==> src/rtl/led_pkg.sv <==
// Shared definitions for the LED shift-chain arbiter: frame geometry,
// default clock divider, requester count and the FSM state encoding.
package led_pkg;

  localparam int LED_WIDTH   = 16;
  localparam int LED_CLK_DIV = 4;
  localparam int N_LED_REQ   = 2;

  typedef enum logic [1:0] {
    IDLE,
    SHIFT_LO,
    SHIFT_HI,
    LATCH
  } led_state_e;

endpackage

==> src/rtl/led_rr_arb2.sv <==
// Two-input round-robin pick: on contention the requester that was not
// served last wins; a lone requester always wins. Purely combinational.
module led_rr_arb2
  import led_pkg::*;
(
  input  logic [N_LED_REQ-1:0] req,
  input  logic                 ptr,
  output logic [N_LED_REQ-1:0] gnt
);

  // ptr holds the index of the requester served most recently.
  assign gnt[0] = req[0] & (~req[1] | ptr);
  assign gnt[1] = req[1] & (~req[0] | ~ptr);

endmodule

==> src/rtl/led_shift_arbiter.sv <==
// Owns the serial LED chain: arbitrates two pattern sources round-robin and
// shifts the granted frame out MSB-first on a divided led_clk.
module led_shift_arbiter
  import led_pkg::*;
#(
  parameter int WIDTH   = LED_WIDTH,
  parameter int CLK_DIV = LED_CLK_DIV,
  parameter bit INVERT  = 1'b1
) (
  input  logic                 clk,
  input  logic                 reset,
  input  logic [N_LED_REQ-1:0] req,
  input  logic [WIDTH-1:0]     data0,
  input  logic [WIDTH-1:0]     data1,
  output logic [N_LED_REQ-1:0] gnt,
  output logic                 done,
  output logic                 busy,
  output logic                 led_do,
  output logic                 led_clk,
  output logic                 led_clr,
  output logic                 led_pen
);

  localparam int CNT_W = $clog2(WIDTH);
  localparam int DIV_W = (CLK_DIV > 1) ? $clog2(CLK_DIV) : 1;

  led_state_e            state_q, state_d;
  logic [WIDTH-1:0]      sreg_q, sreg_d;
  logic [CNT_W-1:0]      cnt_q, cnt_d;
  logic [DIV_W-1:0]      div_q, div_d;
  logic                  ptr_q, ptr_d;
  logic [N_LED_REQ-1:0]  gnt_q, gnt_d;
  logic                  done_q, done_d;
  logic                  busy_q, busy_d;
  logic                  led_do_q, led_do_d;
  logic                  led_clk_q, led_clk_d;
  logic                  led_pen_q, led_pen_d;
  logic                  led_clr_q;

  logic [N_LED_REQ-1:0]  pick;
  logic [WIDTH-1:0]      cap;
  logic                  div_last;

  led_rr_arb2 u_arb (
    .req (req),
    .ptr (ptr_q),
    .gnt (pick)
  );

  assign cap      = pick[1] ? data1 : data0;
  assign div_last = (div_q == DIV_W'(CLK_DIV - 1));

  always_comb begin
    // NOTE: every target gets a default first so no path leaves one unassigned
    // (which would infer a latch).
    state_d   = state_q;
    sreg_d    = sreg_q;
    cnt_d     = cnt_q;
    div_d     = div_q;
    ptr_d     = ptr_q;
    gnt_d     = gnt_q;
    done_d    = 1'b0;
    busy_d    = busy_q;
    led_do_d  = led_do_q;
    led_clk_d = led_clk_q;
    led_pen_d = led_pen_q;

    unique case (state_q)
      IDLE: begin
        // Hold off until the chain clear has been released.
        if (led_clr_q && (|req)) begin
          gnt_d     = pick;
          busy_d    = 1'b1;
          sreg_d    = cap;
          cnt_d     = CNT_W'(WIDTH - 1);
          div_d     = '0;
          led_pen_d = 1'b0;
          led_clk_d = 1'b0;
          led_do_d  = cap[WIDTH-1] ^ INVERT;
          state_d   = SHIFT_LO;
        end
      end
      SHIFT_LO: begin
        if (div_last) begin
          div_d     = '0;
          led_clk_d = 1'b1;
          state_d   = SHIFT_HI;
        end else begin
          div_d = div_q + DIV_W'(1);
        end
      end
      SHIFT_HI: begin
        if (div_last) begin
          div_d     = '0;
          led_clk_d = 1'b0;
          if (cnt_q == '0) begin
            led_pen_d = 1'b1;
            done_d    = 1'b1;
            state_d   = LATCH;
          end else begin
            // led_do only moves on the falling edge of led_clk.
            sreg_d   = sreg_q << 1;
            cnt_d    = cnt_q - CNT_W'(1);
            led_do_d = sreg_q[WIDTH-2] ^ INVERT;
            state_d  = SHIFT_LO;
          end
        end else begin
          div_d = div_q + DIV_W'(1);
        end
      end
      LATCH: begin
        gnt_d    = '0;
        busy_d   = 1'b0;
        ptr_d    = gnt_q[1];
        led_do_d = INVERT;
        state_d  = IDLE;
      end
      default: state_d = IDLE;
    endcase
  end

  always_ff @(posedge clk or negedge reset) begin
    if (!reset) begin
      state_q   <= IDLE;
      sreg_q    <= '0;
      cnt_q     <= '0;
      div_q     <= '0;
      ptr_q     <= 1'b1;
      gnt_q     <= '0;
      done_q    <= 1'b0;
      busy_q    <= 1'b0;
      led_do_q  <= INVERT;
      led_clk_q <= 1'b0;
      led_pen_q <= 1'b1;
      led_clr_q <= 1'b0;
    end else begin
      // NOTE: non-blocking updates so every register samples pre-edge values.
      state_q   <= state_d;
      sreg_q    <= sreg_d;
      cnt_q     <= cnt_d;
      div_q     <= div_d;
      ptr_q     <= ptr_d;
      gnt_q     <= gnt_d;
      done_q    <= done_d;
      busy_q    <= busy_d;
      led_do_q  <= led_do_d;
      led_clk_q <= led_clk_d;
      led_pen_q <= led_pen_d;
      led_clr_q <= 1'b1;
    end
  end

  assign gnt     = gnt_q;
  assign done    = done_q;
  assign busy    = busy_q;
  assign led_do  = led_do_q;
  assign led_clk = led_clk_q;
  assign led_clr = led_clr_q;
  assign led_pen = led_pen_q;

endmodule

==> config.mk <==
export PLATFORM = sky130hd
export DESIGN_NAME = led_shift_arbiter
export DESIGN_NICKNAME = d
export VERILOG_FILES = /design/src/rtl/led_pkg.sv /design/src/rtl/led_rr_arb2.sv /design/src/rtl/led_shift_arbiter.sv
export SDC_FILE = /design/constraint.sdc
export NUM_CORES = 1
export LEC_CHECK = 0
export ABC_AREA = 1
export CORE_MARGIN = 1.5
export CORE_UTILIZATION = 50
export CTS_BUF_LIST = sky130_fd_sc_hd__clkbuf_4
export CTS_CLUSTER_SIZE = 30
export DETAILED_ROUTE_END_ITERATION = 8
export PLACE_DENSITY_LB_ADDON = 0.3
export SLEW_MARGIN = 20
export SYNTH_ARGS = -nofsm -noshare
export SYNTH_HDL_FRONTEND = slang
export SYNTH_HIERARCHICAL = 1
export SYNTH_SLANG_ARGS = --single-unit
==> constraint.sdc <==
create_clock -name clk -period 3.3 [get_ports clk]
set_input_delay 0.825 -clock clk [delete_from_list [all_inputs] [get_ports clk]]
set_output_delay 0.825 -clock clk [all_outputs]
set_load 0.1 [all_outputs]
**Run 1: met3 routing**

Scale: 4 px per um. Cells faint in the background.
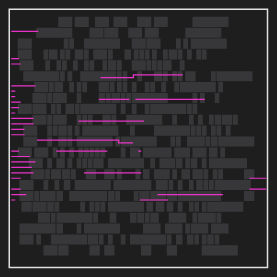
share of all routed wire: 5.5%
nets with wire on the layer: 29

**Run 1: cell classes on the final placement**

Scale: 8 px per um.
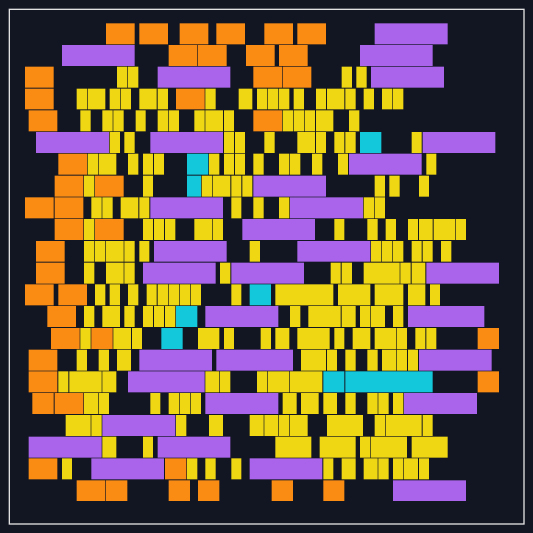
| class | colour | cells | share of their area |
|---|---|---|---|
| clock drivers and dummy loads | cyan | 8 | 3.4% |
| remaining logic cells | yellow | 213 | 44% |
| registers | purple | 32 | 35% |
| remaining buffers and delay cells | orange | 45 | 18% |
final core area utilization: 0.657
Site Rows: 22
final standard cell area without fillers: 2390 um^2
sequential cell area share: 0.337

**Run 1: drive-strength map**

Scale: 6 px per um.
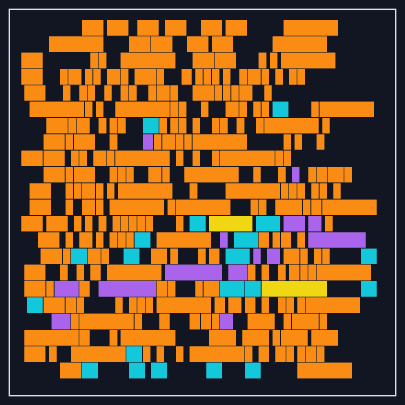
| size | colour | cells | share |
|---|---|---|---|
| x2 | purple | 14 | 4.7% |
| x6 and larger | yellow | 2 | 0.67% |
| x3 and x4 | cyan | 20 | 6.7% |
| x1 and smaller | orange | 262 | 88% |
area added between synthesis and finish: 27.6%
worst setup margin: 972 ps
buffers outside the clock class: 45

run 1: per-layer routing:
layer	track usage	up-vias	routed length (um)
met5	0	-	0
met2	0.352	41	1870
met1	0.261	767	1740
li1	-	885	-
met4	0.0638	0	58
met3	0.0528	6	211
run 1: worst paths after layout:
path                                    to  cells past startpoint  slack, ps
min in group asynchronous          led_clr                      2        870
worst max register to register  sreg_q[11]                      9       1270
worst max-delay path                led_do                      9        970
worst min register to register     led_pen                      2        470
max in group asynchronous          led_pen                      2       2100
worst min-delay path               led_pen                      2        470
run 1: flip-flops by register name, indices dropped and copies added, names as in the netlist:
name	flops
busy	1
cnt_q	4
sreg_q	15
led_pen	1
done	1
led_clr	1
div_q	2
state_q	2
led_clk	1
ptr_q	1
led_do	1
gnt	2
run 1: synth_stat cells (all sizes together):
| master | count |
|---|---|
| dfstp | 3 |
| nand2 | 116 |
| or2 | 2 |
| clkbuf | 1 |
| o21ai | 12 |
| nand4 | 1 |
| buf | 7 |
| a21oi | 3 |
| a31oi | 14 |
| a21boi | 3 |
| conb | 1 |
| o211ai | 1 |
| nor2 | 25 |
| ha | 7 |
| nand3b | 1 |
| dfrtp | 29 |
| inv | 18 |
| clkinv | 1 |
| nand3 | 8 |
run 1: worst reg2reg max path: cells and delay by family (launching register included):
kind	cells	cell delay (ps)
adder cells (fa/ha/maj)	1	310
buffers and inverters	3	620
flip-flops	1	440
AND/OR/NAND/NOR	5	610
run 1: layout make-up:
type / instances / area [um^2] / share of cell area
Timing Repair Buffer: 45 / 425 / 0.178
Tap cell: 48 / 60.1 / 0.0252
Clock inverter: 2 / 35.0 / 0.0147
Inverter: 19 / 71.3 / 0.0299
Multi-Input combinational cell: 194 / 945 / 0.396
Clock buffer: 6 / 45.0 / 0.0189
Sequential cell: 32 / 805 / 0.337
==> run notes, run 1 <==
Pwr
- 0.00121 uW — leakage power figure
- 1100 uW — net switching component of the power
- 600 uV — worst ir drop on vdd

Global route
- 6650 um — global-route wire length before repair
- 0.208 — GRT Util Overall
- 0 — sum of overflow across all layers after global routing

Die
- 64.2 um — height of the die
- 4120 um^2 — total die size
- 64.2 um — Horiz. Die Dim

Synth
- 253 — count of instantiated cells in the yosys netlist
- 30 — tally of unique sky130hd cells used after synthesis
- 296 — Synth Net Count
- 32 — flops & latches, synth

Critical path
- state_q[0] — startpoint of the most critical register-to-register path
- 510 ps — Slowest Stage Delay on Critical Path

Drt
- 82 — Initial DRC Count
- 11.2 um — WL/cell
- 0 — residual antenna-violating net count after detailed routing
- 4.91 — drt via density
- 3880 um — total wirelength of the detailed-routed design

Final timing
- 554 ps — Slew @ Worst Pin
- 471 ps — tightest hold margin
- 0 ps — summed negative setup slack over all endpoints
- 2330 ps — final critical delay including setup and external delays
- 0.630 — Slew HR

Clock network
- yes — TritonCTS clock tree
- 0 — count of hold buffers inserted by post-cts repair

Layout
- 347 — number of fill cells

Outcome
- finished clean — status

**Run 1: cell placement**

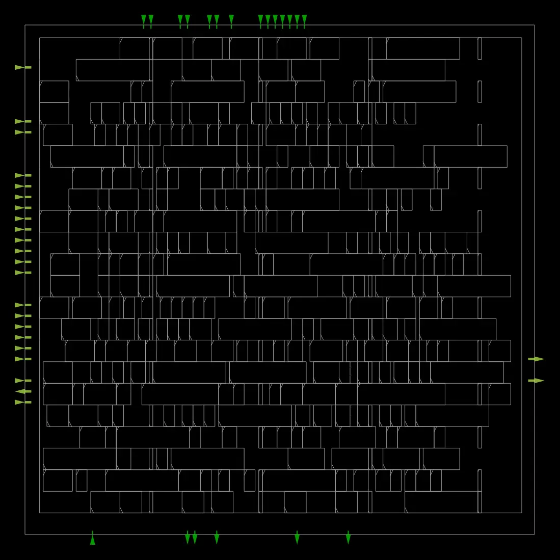

==> run 1 -> run 2 <==
--- a/config.mk
+++ b/config.mk
@@ -7,7 +7,7 @@
 export LEC_CHECK = 0
 export ABC_AREA = 1
 export CORE_MARGIN = 1.5
-export CORE_UTILIZATION = 50
+export CORE_UTILIZATION = 46
 export CTS_BUF_LIST = sky130_fd_sc_hd__clkbuf_4
 export CTS_CLUSTER_SIZE = 30
 export DETAILED_ROUTE_END_ITERATION = 8
==> constraint.sdc (replaced) <==
create_clock -name clk -period 2.1 [get_ports clk]
set_input_delay 0.525 -clock clk [delete_from_list [all_inputs] [get_ports clk]]
set_output_delay 0.525 -clock clk [all_outputs]
set_load 0.1 [all_outputs]
**Run 2: cell placement**

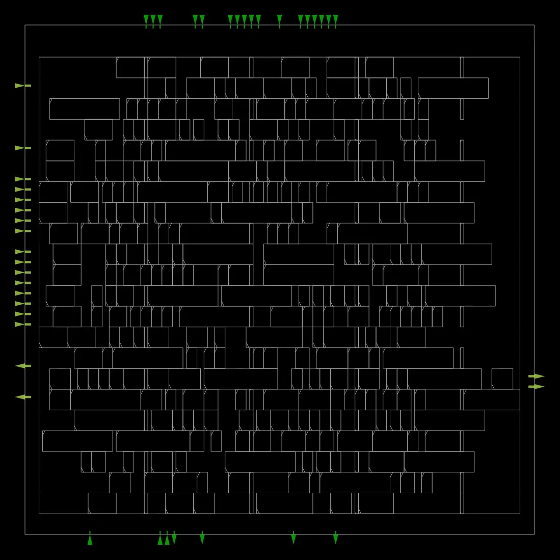
number of fill cells: 334
sequential cell area share: 0.334

**Run 2: sequential cells coloured by netlist name**

Scale: 6 px per um. Other sequential cells in the stronger grey, the rest of the logic in the fainter grey.
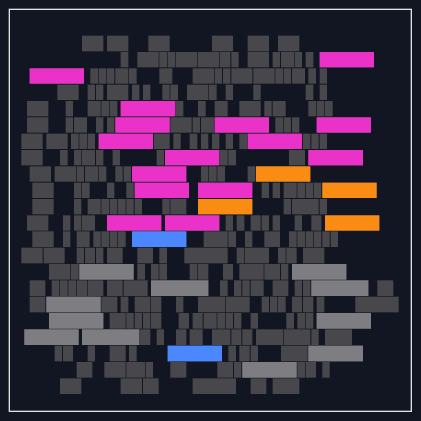
| name in the netlist | colour | sequential cells |
|---|---|---|
| cnt_q | orange | 4 |
| sreg_q | magenta | 15 |
| div_q | blue | 2 |
Flop+latch power: 1100 uW
final core area utilization: 0.639
storage element area: 805 um^2

**Run 2: drive-strength map**

Scale: 6 px per um.
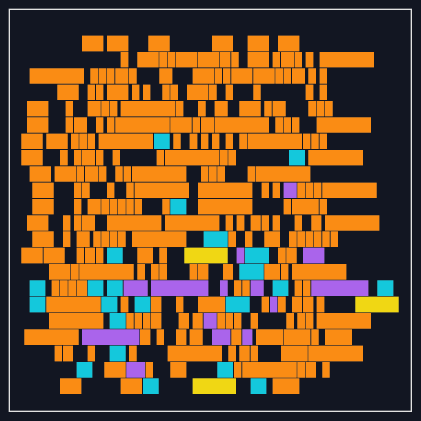
| size | colour | cells | share |
|---|---|---|---|
| x1 and smaller | orange | 262 | 87% |
| x6 and larger | yellow | 3 | 1.0% |
| x3 and x4 | cyan | 22 | 7.3% |
| x2 | purple | 14 | 4.7% |
worst setup margin: 329 ps
buffers outside the clock class: 49

==> run notes, run 2 <==
Outcome
- finished clean — status

Min path
- 2 — Min-Delay Path Depth
- sreg_q[11] — Endpoint, Worst Hold

Layout
- 28.9% — area added between synthesis and finish
- sreg_q: 15 flops, cnt_q: 4 flops — biggest registers after layout
- 15 — flip-flop count of the largest register, all copies and words added

Pwr
- 1720 uW — net switching component of the power
- 927 uV — worst ir drop on vdd

Global route
- 0.196 — GRT Util Overall
- 0 — number of antenna violations at the first check in global routing
- 6600 um — global-route wire length before repair

Synth
- 32 — flops & latches, synth
- 0 — flip-flops with a built-in enable
- 1.00 — Synth async-reset ratio
- 30 — tally of unique sky130hd cells used after synthesis
- sky130_fd_sc_hd__dfrtp_1 — most used flip-flop cell after synthesis
- 296 — Synth Net Count
- 253 — count of instantiated cells in the yosys netlist
- sky130_fd_sc_hd__nand2_1, sky130_fd_sc_hd__dfrtp_1, sky130_fd_sc_hd__nor2_1 — leading post-synthesis cells by instance count
- sky130_fd_sc_hd__nand2_1 — most instantiated library cell after synthesis

Die
- 22 — Site Rows
- 66.8 um — Horiz. Die Dim
- 4460 um^2 — total die size
- 66.8 um — height of the die

Critical path
- sreg_q[6] — Crit Reg-Reg Endpoint
- 430 ps — Slowest Stage Delay on Critical Path
- state_q[0] — startpoint of the most critical register-to-register path
- 8 — logic depth of the worst register-to-register path

Final timing
- 1770 ps — final critical delay including setup and external delays
- 0 ps — summed negative setup slack over all endpoints

Clock network
- 0 — count of hold buffers inserted by post-cts repair

Drt
- 92 — Initial DRC Count
- 0 — residual antenna-violating net count after detailed routing
- 4.95 — drt via density
- 11.1 um — WL/cell

[run 2: layout make-up]
class | count | area, um^2
Sequential cell | 32 | 805
Clock inverter | 1 | 5.00
Multi-Input combinational cell | 194 | 945
Inverter | 19 | 71.3
Timing Repair Buffer | 49 | 480
Tap cell | 48 | 60.1
Clock buffer | 6 | 45.0
Fill cell | 334 | 1360
[run 2: metrics by stage]
stage          instance area [um^2]  hold slack [ps]  total power (uW)   util  setup WS, ps
2_1_floorplan                  1870              229              2700      -           145
3_3_place_gp                   2360              455              3080  0.626           104
3_5_place_dp                   2360              459              3140  0.626          14.2
4_1_cts                        2410              484              3480  0.639           331
5_1_grt                        2410              505              3790  0.639           150
6_report                       2410              485              3460  0.639           329
[run 2: metal layers]
layer  GRT usage  vias up  share of wire
li1            -      889              -
met4      0.0689        0          0.016
met1       0.266      793           0.46
met2       0.306       37           0.48
met3      0.0473        7          0.044
met5           0        -              0
[run 2: worst max-delay path by stage]
| stage | start | end | slack, ps | cells past startpoint |
|---|---|---|---|---|
| 3_5_place_dp | req[1] | sreg_q[6] | 10 | 7 |
| 2_1_floorplan | led_clr | sreg_q[13] | 140 | 7 |
| 5_1_grt | state_q[0] | sreg_q[6] | 150 | 8 |
| 6_report | state_q[0] | sreg_q[6] | 330 | 8 |
| 4_1_cts | state_q[0] | sreg_q[6] | 330 | 8 |
| 3_3_place_gp | req[1] | sreg_q[10] | 100 | 7 |
[run 2: cell families (layout without fill, tap and decap cells)]
| group | count (synthesis) | count (layout) | share of synthesized area |
|---|---|---|---|
| compound gates | 33 | 33 | 0.109 |
| fa+ha+maj | 7 | 7 | 0.0468 |
| buf+inv | 27 | 75 | 0.0649 |
| flops | 32 | 32 | 0.430 |
| other cells | 1 | 1 | 0.00200 |
| simple gates | 153 | 153 | 0.347 |
**Run 2: cell classes on the final placement**

Scale: 8 px per um.
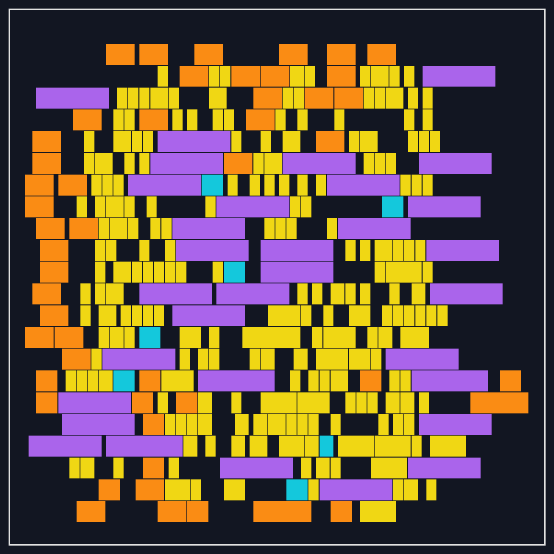

==> run 2 -> run 3 <==
--- a/config.mk
+++ b/config.mk
@@ -7,7 +7,7 @@
 export LEC_CHECK = 0
 export ABC_AREA = 1
 export CORE_MARGIN = 1.5
-export CORE_UTILIZATION = 46
+export CORE_UTILIZATION = 50
 export CTS_BUF_LIST = sky130_fd_sc_hd__clkbuf_4
 export CTS_CLUSTER_SIZE = 30
 export DETAILED_ROUTE_END_ITERATION = 8
==> constraint.sdc (replaced) <==
create_clock -name clk -period 1.73 [get_ports clk]
set_input_delay 0.4325 -clock clk [delete_from_list [all_inputs] [get_ports clk]]
set_output_delay 0.4325 -clock clk [all_outputs]
set_load 0.1 [all_outputs]
**Run 3: cell classes on the final placement**

Scale: 8 px per um.
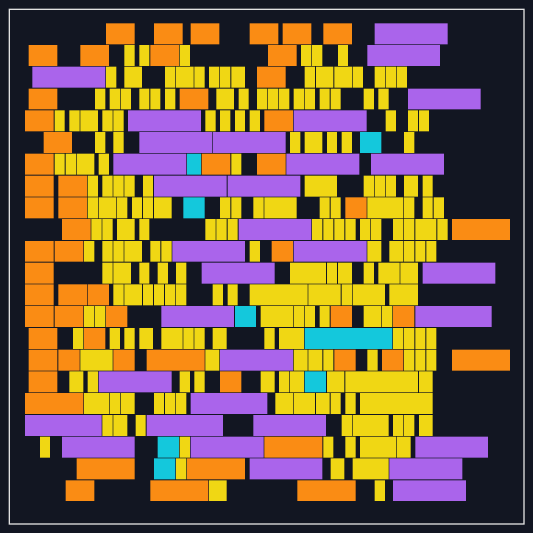
| class | colour | cells | share of their area |
|---|---|---|---|
| registers | purple | 32 | 31% |
| clock drivers and dummy loads | cyan | 8 | 3.1% |
| remaining logic cells | yellow | 214 | 41% |
| remaining buffers and delay cells | orange | 56 | 24% |
sequential cell area share: 0.307
final standard cell area without fillers: 2620 um^2
final core area utilization: 0.721
core area: 3630 um^2

**Run 3: sequential cells coloured by netlist name**

Scale: 6 px per um. Other sequential cells in the stronger grey, the rest of the logic in the fainter grey.
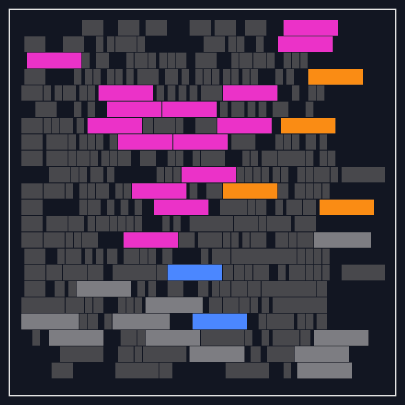
Flop+latch power: 1360 uW
storage element area: 806 um^2

**Run 3: met3 routing**

Scale: 4 px per um. Cells faint in the background.
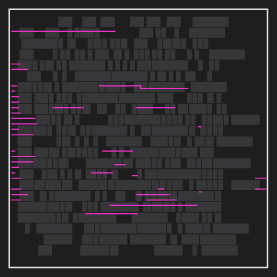
met3 track utilization from global routing: 0.0528
number of vias in the routed layout: 1780

==> run notes, run 3 <==
Global route
- 0.216 — GRT Util Overall
- 0 — number of antenna violations at the first check in global routing
- 0.342 — met2 routing resource usage after global routing
- 0 — sum of overflow across all layers after global routing
- 6870 um — global-route wire length before repair
- 0.279 — met1 Resource Use GR
- met2 — Most Used Layer, Global Route

Drt
- 4.97 — drt via density
- 140 — Initial DRC Count
- 4110 um — total wirelength of the detailed-routed design
- 2000 um — detailed-routed wire length on met2
- 195 um — Routed met3 length
- 11.5 um — WL/cell

Placed design
- 2500 um^2 — DP Area
- -172 ps — Post-Place Worst Slack
- 43 — IO buf count

Synth
- 253 — count of instantiated cells in the yosys netlist
- 32 — flops & latches, synth
- 296 — Synth Net Count
- 1.00 — Synth async-reset ratio
- sky130_fd_sc_hd__nand2_1, sky130_fd_sc_hd__dfrtp_1, sky130_fd_sc_hd__nor2_1 — leading post-synthesis cells by instance count
- sky130_fd_sc_hd__nand2_1 — most instantiated library cell after synthesis
- sky130_fd_sc_hd__dfrtp_1 — most used flip-flop cell after synthesis
- 30 — tally of unique sky130hd cells used after synthesis

Clock network
- yes — TritonCTS clock tree
- 110 ps — Worst-path clk slew
- 0 — count of hold buffers inserted by post-cts repair

Die
- 64.2 um — Horiz. Die Dim
- 4120 um^2 — total die size
- 22 — Site Rows
- 48 — tap cell count

Layout
- 19 — number of non-clock inverters in the layout
- 15 — flip-flop count of the largest register, all copies and words added
- combinational gates — cell type taking the most area
- 6 — clock buffers
- 292 — number of fill cells
- sreg_q — register with the highest flop count
- 983 um^2 — combinational gate area
- 0.375 — logic share of the area
- 195 — number of logic gates
- sreg_q: 15 flops, cnt_q: 4 flops — biggest registers after layout
- 56 — buffers outside the clock class

Critical path
- state_q[1] — source of the critical timing path
- state_q[1] — startpoint of the most critical register-to-register path
- 160 ps — setup slack of the worst register-to-register path

Pwr
- 1090 uV — worst ir drop on vdd
- 0.00129 uW — leakage power figure

Outcome
- finished clean — status

Final timing
- 159 ps — worst setup margin

[run 3: metrics by stage]
stage          power (uW)  hold WS [ps]
2_1_floorplan        3270           137
3_3_place_gp         3930           455
3_5_place_dp         4010           464
4_1_cts              4600           443
5_1_grt              5130           453
6_report             4730           437
[run 3: logic make-up (layout without fill, tap and decap cells)]
logic type                 count (synthesis)  after routing  synth area share
buffers and inverters                     27             83            0.0649
DFF                                       32             32             0.430
adders and majority gates                  7              7            0.0468
other                                      1              1           0.00200
AOI/OAI and AO/OA                         33             33             0.109
and+or+nand+nor                          153            154             0.347
[run 3: worst max-delay path, cell delays in order, from the launching register on]
cell                      delay [ps]
sky130_fd_sc_hd__dfrtp_1         430
sky130_fd_sc_hd__inv_1           100
sky130_fd_sc_hd__buf_4           160
sky130_fd_sc_hd__ha_1            180
sky130_fd_sc_hd__inv_1           100
sky130_fd_sc_hd__nor2_1           50
sky130_fd_sc_hd__nor2_1          150
sky130_fd_sc_hd__nand2_1         120
sky130_fd_sc_hd__inv_1            90
sky130_fd_sc_hd__nand2_1          50
sky130_fd_sc_hd__o21ai_0          70
[run 3: worst max-delay path by stage]
stage / to / slack [ps] / cells after the start
floorplan: sreg_q[13] / 80 / 7
global placement: sreg_q[10] / -140 / 7
detailed placement: sreg_q[3] / -170 / 7
CTS: sreg_q[3] / 30 / 7
global route: led_clk / 3 / 9
finish: state_q[1] / 160 / 10
[run 3: power breakdown]
group	switching, uW	leakage, uW	total (uW)	internal [uW]
Clock	270	0.0000456	588	318
Sequential	251	0.000387	1360	1110
Combinational	1720	0.000860	2780	1060
[run 3: repair_timing]
item                       4_1_cts  5_1_grt
gates resized                    0        6
setup endpoints to repair        0       25
hold endpoints to repair         0        0
Power is estimated from default activity; no workload was simulated.
